## config.mk

```make
export PLATFORM = sky130hd
export DESIGN_NAME = lru_repl_ctrl_flat
export DESIGN_NICKNAME = d
export VERILOG_FILES = /design/src/rtl/lru_repl_ctrl_if.sv /design/src/rtl/lru_repl_ctrl.sv /design/src/flat_wrapper.sv
export SDC_FILE = /design/constraint.sdc
export NUM_CORES = 1
export LEC_CHECK = 0
export CORE_MARGIN = 3
export CORE_UTILIZATION = 45
export CTS_CLUSTER_DIAMETER = 60
export DETAILED_ROUTE_END_ITERATION = 10
export PLACE_DENSITY = 0.64
export SETUP_SLACK_MARGIN = 0.05
export SLEW_MARGIN = 5
export SYNTH_ARGS = -nofsm -noshare
export SYNTH_HDL_FRONTEND = slang
export SYNTH_SLANG_ARGS = --single-unit
```

## constraint.sdc

```tcl
create_clock -name clk -period 5.9 [get_ports clk]
set_clock_uncertainty 0.15 [all_clocks]
set_input_delay 0.59 -clock clk [delete_from_list [all_inputs] [get_ports clk]]
set_output_delay 0.59 -clock clk [all_outputs]
set_load 0.02 [all_outputs]
```

## src/rtl/lru_repl_ctrl_if.sv

```systemverilog
// Request/response bus between the cache controller and the LRU age keeper.
// The master issues touch/victim/demote requests; the slave owns the ages.
interface lru_repl_ctrl_if #(
  parameter int SET_W = 4,
  parameter int WAY_W = 3
) ();
  logic             req_valid;
  logic             req_ready;
  logic [1:0]       req_op;
  logic [SET_W-1:0] req_set;
  logic [WAY_W-1:0] req_way;
  logic             resp_valid;
  logic [WAY_W-1:0] resp_way;
  logic             resp_err;
  logic             init_busy;

  modport master (
    output req_valid, req_op, req_set, req_way,
    input  req_ready, resp_valid, resp_way, resp_err, init_busy
  );

  modport slave (
    input  req_valid, req_op, req_set, req_way,
    output req_ready, resp_valid, resp_way, resp_err, init_busy
  );
endinterface

```

## src/rtl/lru_repl_ctrl.sv

```systemverilog
// True-LRU age keeper for a set-associative cache.
// One request at a time: IDLE accepts, READ fetches, UPDATE writes back.
module lru_repl_ctrl #(
  parameter int NUM_SETS = 16,
  parameter int WAYS     = 8,
  localparam int SET_W   = $clog2(NUM_SETS),
  localparam int WAY_W   = $clog2(WAYS)
) (
  input logic clk,
  input logic rst_n,
  lru_repl_ctrl_if.slave bus
);

  typedef enum logic [1:0] {
    S_INIT,
    S_IDLE,
    S_READ,
    S_UPDATE
  } state_e;

  typedef logic [WAYS-1:0][WAY_W-1:0] vec_t;

  localparam logic [1:0] OP_VICTIM = 2'd1;
  localparam logic [1:0] OP_DEMOTE = 2'd2;
  localparam logic [1:0] OP_RSVD   = 2'd3;
  localparam logic [WAY_W-1:0] AGE_LRU = WAY_W'(WAYS - 1);
  localparam logic [SET_W-1:0] LAST_SET = SET_W'(NUM_SETS - 1);

  state_e           state_q, state_d;
  logic [SET_W-1:0] ptr_q, ptr_d;
  logic [1:0]       op_q, op_d;
  logic [SET_W-1:0] set_q, set_d;
  logic [WAY_W-1:0] way_q, way_d;
  vec_t             work_q, work_d;
  logic [WAY_W-1:0] tgt_q, tgt_d;
  logic             rv_q, rv_d;
  logic [WAY_W-1:0] rway_q, rway_d;
  logic             rerr_q, rerr_d;
  logic             ready_q, ready_d;
  logic             busy_q, busy_d;
  vec_t             age_q [NUM_SETS];
  vec_t             age_d [NUM_SETS];

  vec_t             nxt_vec;
  logic             wrap;
  logic [WAY_W-1:0] tgt_age;

  // Promote (touch/victim) or retire (demote) the target within its set.
  always_comb begin
    nxt_vec = work_q;
    wrap    = 1'b0;
    tgt_age = work_q[tgt_q];
    for (int w = 0; w < WAYS; w++) begin
      if (WAY_W'(w) == tgt_q) begin
        nxt_vec[w] = (op_q == OP_DEMOTE) ? AGE_LRU : '0;
      end else if (op_q == OP_DEMOTE) begin
        if (work_q[w] > tgt_age) begin
          nxt_vec[w] = work_q[w] - 1'b1;
          wrap = wrap | (work_q[w] == '0);
        end
      end else if (work_q[w] < tgt_age) begin
        nxt_vec[w] = work_q[w] + 1'b1;
        wrap = wrap | (work_q[w] == AGE_LRU);
      end
    end
  end

  always_comb begin
    state_d = state_q;
    ptr_d   = ptr_q;
    op_d    = op_q;
    set_d   = set_q;
    way_d   = way_q;
    work_d  = work_q;
    tgt_d   = tgt_q;
    rv_d    = 1'b0;
    rway_d  = rway_q;
    rerr_d  = rerr_q;
    ready_d = ready_q;
    busy_d  = busy_q;
    age_d   = age_q;
    unique case (state_q)
      S_INIT: begin
        for (int w = 0; w < WAYS; w++) begin
          age_d[ptr_q][w] = WAY_W'(w);
        end
        ptr_d = ptr_q + 1'b1;
        if (ptr_q == LAST_SET) begin
          state_d = S_IDLE;
          busy_d  = 1'b0;
          ready_d = 1'b1;
        end
      end
      S_IDLE: begin
        if (bus.req_valid) begin
          op_d    = bus.req_op;
          set_d   = bus.req_set;
          way_d   = bus.req_way;
          state_d = S_READ;
          ready_d = 1'b0;
        end
      end
      S_READ: begin
        work_d = age_q[set_q];
        tgt_d  = way_q;
        if (op_q == OP_VICTIM) begin
          for (int w = 0; w < WAYS; w++) begin
            if (age_q[set_q][w] == AGE_LRU) begin
              tgt_d = WAY_W'(w);
            end
          end
        end
        state_d = S_UPDATE;
      end
      S_UPDATE: begin
        rv_d    = 1'b1;
        state_d = S_IDLE;
        ready_d = 1'b1;
        if (op_q == OP_RSVD) begin
          rway_d = '0;
          rerr_d = 1'b1;
        end else begin
          rway_d = tgt_q;
          rerr_d = 1'b0;
          age_d[set_q] = nxt_vec;
        end
      end
      default: state_d = S_INIT;
    endcase
  end

  // Ages carry no reset of their own; the INIT sweep rewrites them.
  always_ff @(posedge clk) begin
    age_q <= age_d;
    if (!rst_n) begin
      state_q <= S_INIT;
      ptr_q   <= '0;
      op_q    <= '0;
      set_q   <= '0;
      way_q   <= '0;
      work_q  <= '0;
      tgt_q   <= '0;
      rv_q    <= 1'b0;
      rway_q  <= '0;
      rerr_q  <= 1'b0;
      ready_q <= 1'b0;
      busy_q  <= 1'b1;
    end else begin
      state_q <= state_d;
      ptr_q   <= ptr_d;
      op_q    <= op_d;
      set_q   <= set_d;
      way_q   <= way_d;
      work_q  <= work_d;
      tgt_q   <= tgt_d;
      rv_q    <= rv_d;
      rway_q  <= rway_d;
      rerr_q  <= rerr_d;
      ready_q <= ready_d;
      busy_q  <= busy_d;
    end
  end

  assign bus.req_ready  = ready_q;
  assign bus.resp_valid = rv_q;
  assign bus.resp_way   = rway_q;
  assign bus.resp_err   = rerr_q;
  assign bus.init_busy  = busy_q;

  a_no_wrap: assert property (
    @(posedge clk) disable iff (!rst_n)
    (state_q == S_UPDATE && op_q != OP_RSVD) |-> !wrap
  );

endmodule

```

## src/flat_wrapper.sv

```systemverilog
// flat-port wrapper written by rule: the top's interface ports become plain ports
module lru_repl_ctrl_flat 
#(
  parameter int NUM_SETS = 16,
  parameter int WAYS     = 8,
  localparam int SET_W   = $clog2(NUM_SETS),
  localparam int WAY_W   = $clog2(WAYS)
)
  (clk, rst_n, bus_req_valid, bus_req_op, bus_req_set, bus_req_way, bus_req_ready, bus_resp_valid, bus_resp_way, bus_resp_err, bus_init_busy);
  lru_repl_ctrl_if #(.SET_W((2)), .WAY_W((2))) bus_i ();
  input logic clk;
  input logic rst_n;
  input wire logic [$bits(bus_i.req_valid)-1:0] bus_req_valid;
  input wire logic [$bits(bus_i.req_op)-1:0] bus_req_op;
  input wire logic [$bits(bus_i.req_set)-1:0] bus_req_set;
  input wire logic [$bits(bus_i.req_way)-1:0] bus_req_way;
  output wire logic [$bits(bus_i.req_ready)-1:0] bus_req_ready;
  output wire logic [$bits(bus_i.resp_valid)-1:0] bus_resp_valid;
  output wire logic [$bits(bus_i.resp_way)-1:0] bus_resp_way;
  output wire logic [$bits(bus_i.resp_err)-1:0] bus_resp_err;
  output wire logic [$bits(bus_i.init_busy)-1:0] bus_init_busy;
  assign bus_i.req_valid = bus_req_valid;
  assign bus_i.req_op = bus_req_op;
  assign bus_i.req_set = bus_req_set;
  assign bus_i.req_way = bus_req_way;
  assign bus_req_ready = bus_i.req_ready;
  assign bus_resp_valid = bus_i.resp_valid;
  assign bus_resp_way = bus_i.resp_way;
  assign bus_resp_err = bus_i.resp_err;
  assign bus_init_busy = bus_i.init_busy;
  lru_repl_ctrl #(.NUM_SETS(NUM_SETS), .WAYS(WAYS)) u_core (.clk(clk), .rst_n(rst_n), .bus(bus_i));
endmodule
```

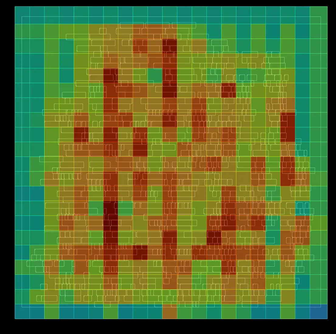
(congestion heat map)
total track usage: 22.93%
GR met2 Demand/Resource: 35.22%

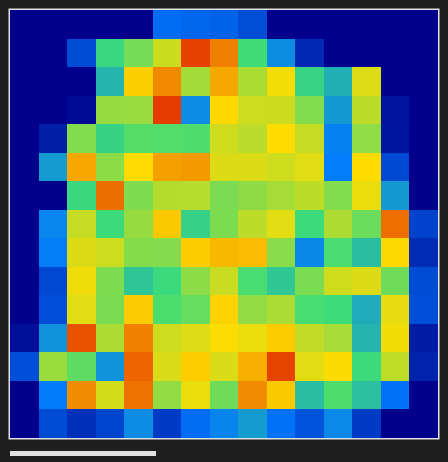
(cell density map)
Scale bar: 50 µm. The die is cut into 15 by 15 equal tiles; dark blue is low, red is high, 0 to 100% covered.
The mean over all tiles is 44%. The fullest tile reaches 93%. 14% of the tiles are over 75% full. 18% of the tiles are nearly empty.
core footprint: 0.01902 mm²
fin util: 51.14%
FP Util: 46.49%

## per-layer routing
metal | routed length, µm | share of wire, % | vias up | GRT usage [%]
met5 | 0 | 0 | - | 0
met4 | 626 | 2.5 | 0 | 7.996
met3 | 2287 | 9.2 | 52 | 5.214
met2 | 11360 | 46 | 382 | 35.22
met1 | 10650 | 43 | 3466 | 32.10
li1 | - | - | 3227 | -
## state kept, by name, summed over array words and instances (netlist names)
name                   cells
u_core.rway_q              2
u_core.bus.req_ready       1
u_core.bus.resp_err        1
u_core.tgt_q               3
u_core.bus.resp_valid      1
u_core.op_q                2
u_core.state_q             2
u_core.bus.init_busy       1
u_core.way_q               2
u_core.age_q              96
u_core.ptr_q               4
u_core.work_q             24
u_core.set_q               2
## logic make-up after synthesis
logic type / Yosys count
simple gates: 235
fa+ha+maj: 49
mux: 60
buf+inv: 92
compound gates: 253
xor+xnor: 3
flops: 141
## layout by cell type, fill, tap and decap left out, types with 20 or more instances in the layout
cell | Yosys | routed
nor2_1 | 66 | 66
o21ai_0 | 44 | 42
dfxtp_1 | 45 | 45
o22ai_1 | 48 | 48
nor2b_1 | 41 | 40
mux2i_1 | 30 | 30
ha_1 | 49 | 48
edfxtp_1 | 96 | 96
inv_1 | 36 | 36
nand3_1 | 37 | 37
a22o_1 | 32 | 32
mux4_1 | 20 | 20
nand2_1 | 42 | 42
## power groups by stage
stage	combinational (W)	clock [W]	sequential [W]
2_1_floorplan	0.000533	0	0.00142
3_3_place_gp	0.000765	0	0.00143
3_5_place_dp	0.000783	0	0.00144
4_1_cts	0.000788	0.00101	0.00142
5_1_grt	0.000855	0.00105	0.00145
6_report	0.000791	0.000994	0.00143
## worst max-delay path by stage
stage               startpoint           endpoint  slack [ns]
6_report       u_core.tgt_q[0]  u_core.age_q[327]        1.31
2_1_floorplan  u_core.tgt_q[0]  u_core.age_q[383]        2.26
4_1_cts        u_core.tgt_q[0]  u_core.age_q[305]        1.33
3_5_place_dp   u_core.tgt_q[0]  u_core.age_q[353]        1.35
5_1_grt        u_core.tgt_q[0]  u_core.age_q[305]        1.05
3_3_place_gp   u_core.tgt_q[0]  u_core.age_q[353]        1.43
## worst register-to-register path: cells and delay by family (launching register included)
family	cells	cell delay, ns
adder cells (fa/ha/maj)	1	0.39
multiplexers	2	1.32
flip-flops	1	0.83
AND-OR/OR-AND	4	1.32
AND/OR/NAND/NOR	2	0.29
## cell type report
class | count | area, µm²
Inverter | 37 | 138.9
Fill cell | 1662 | 9293
Clock buffer | 23 | 480.5
Multi-Input combinational cell | 600 | 4722
Tap cell | 260 | 325.3
Timing Repair Buffer | 24 | 215.2
Clock inverter | 9 | 60.06
Sequential cell | 141 | 3784
## metrics by stage
step / power, W / cells / setup WS [ns] / cell area (µm²) / hold WS (ns)
after floorplan: 0.001952 / 833 / 2.260 / 8842 / 0.3072
after global placement: 0.002193 / 1062 / 1.428 / 9185 / 0.2998
after detailed placement: 0.002226 / 1062 / 1.346 / 9185 / 0.3291
after CTS: 0.003221 / 1094 / 1.329 / 9726 / 0.3380
after global routing: 0.003351 / 1094 / 1.047 / 9726 / 0.3626
final: 0.003212 / 1094 / 1.312 / 9726 / 0.3344
==> metrics.cfg <==
[status]
status=finished, final reports clean

[logic_synthesis]
numSynthFlops=141
area_leaders=edfxtp_1, dfxtp_1, ha_1
synth.distinct_cells=63
yosys.stat.seqShare_pct=42.79
synth_cells=833
synth_top_area_share_pct=32.60
async_flop_share_pct=0
ys_sh_adder_pct=6.934
xor_area_share_pct=0.2972
synth.comb.largest_family=AND-OR/OR-AND gates
synth.area.mux_share_pct=11.89
common_cells=edfxtp_1, nor2_1, ha_1
synth_warnings=0
synth-area-yosys_mm2=0.008842
post-synth-top-count-cell=edfxtp_1
yosys.area.top_type=edfxtp_1
ys.flop_type=edfxtp_1
ys_sh_simple_pct=13.10
edf_count=96
ys_cells=833
netlist_area_mm2=0.008842

[clocking]
holdBufCountCts=0
clockBufferDepth=2
post-cts-setup-buffers=0
post_cts_resize_count=0

[routing]
drc=0
drt_first_pass_iters=5
wirelength_mm=24.92
vias_per_cell=6.515
vias=7127
routedWlPerCell_um=22.78

[final_layout]
drive_gt1_share_pct=7.314
antenna_cells=0
nets=879
area_growth_pct=9.990

[placement]
globalplace.congestion=0.8943
hpwl_mm=16.67

[pwr]
power_density_mw_per_mm2=330.3
irDropWorstVdd_mv=0.2201
p_leak_nw=3.256
power_frac_clock_pct=30.9
pwr-share-seq_pct=44.4
switching_share_pct=32.73
combinationalPowerShare_pct=24.6
internal-power_w=0.002161

[floorplanning]
chip_area_mm2=0.02137
row_count=50
die_h_um=146.2
ioPinCount=15

[critical_path]
path_class=flip-flop to flip-flop
reg2reg_to=u_core.age_q[327]
crit_family=multiplexers
path_cells=mux4_2 -> mux2i_1 -> ha_1 -> nor2b_1 -> o21ai_0 -> nand3_1 -> o311a_1 -> o21ai_0 -> o22ai_1
cp.depth=9
r2r_cells=9
crit_top_cell=o21ai_0
cp.required_ns=5.90
cp_slowest_cell=dfxtp_1
max_stage_delay_ns=0.83
critPathArrivalTime_ns=4.59

[grt]
grt_pass1_vias=6817
grt_overflow=0
antenna_found_initial=0

[final_timing]
slew_viol_final=0
slew_headroom_pct=20.86
rsz0062_at_grt=false
tightest_slew_ns=1.183
hold_violations=0
tns_ns=0
fmax_mhz=217.9

[hold_path]
whs_path_depth=2
holdPathEnd=u_core.bus.init_busy

Power figures rest on the tool's default switching activity, not on a simulated workload.
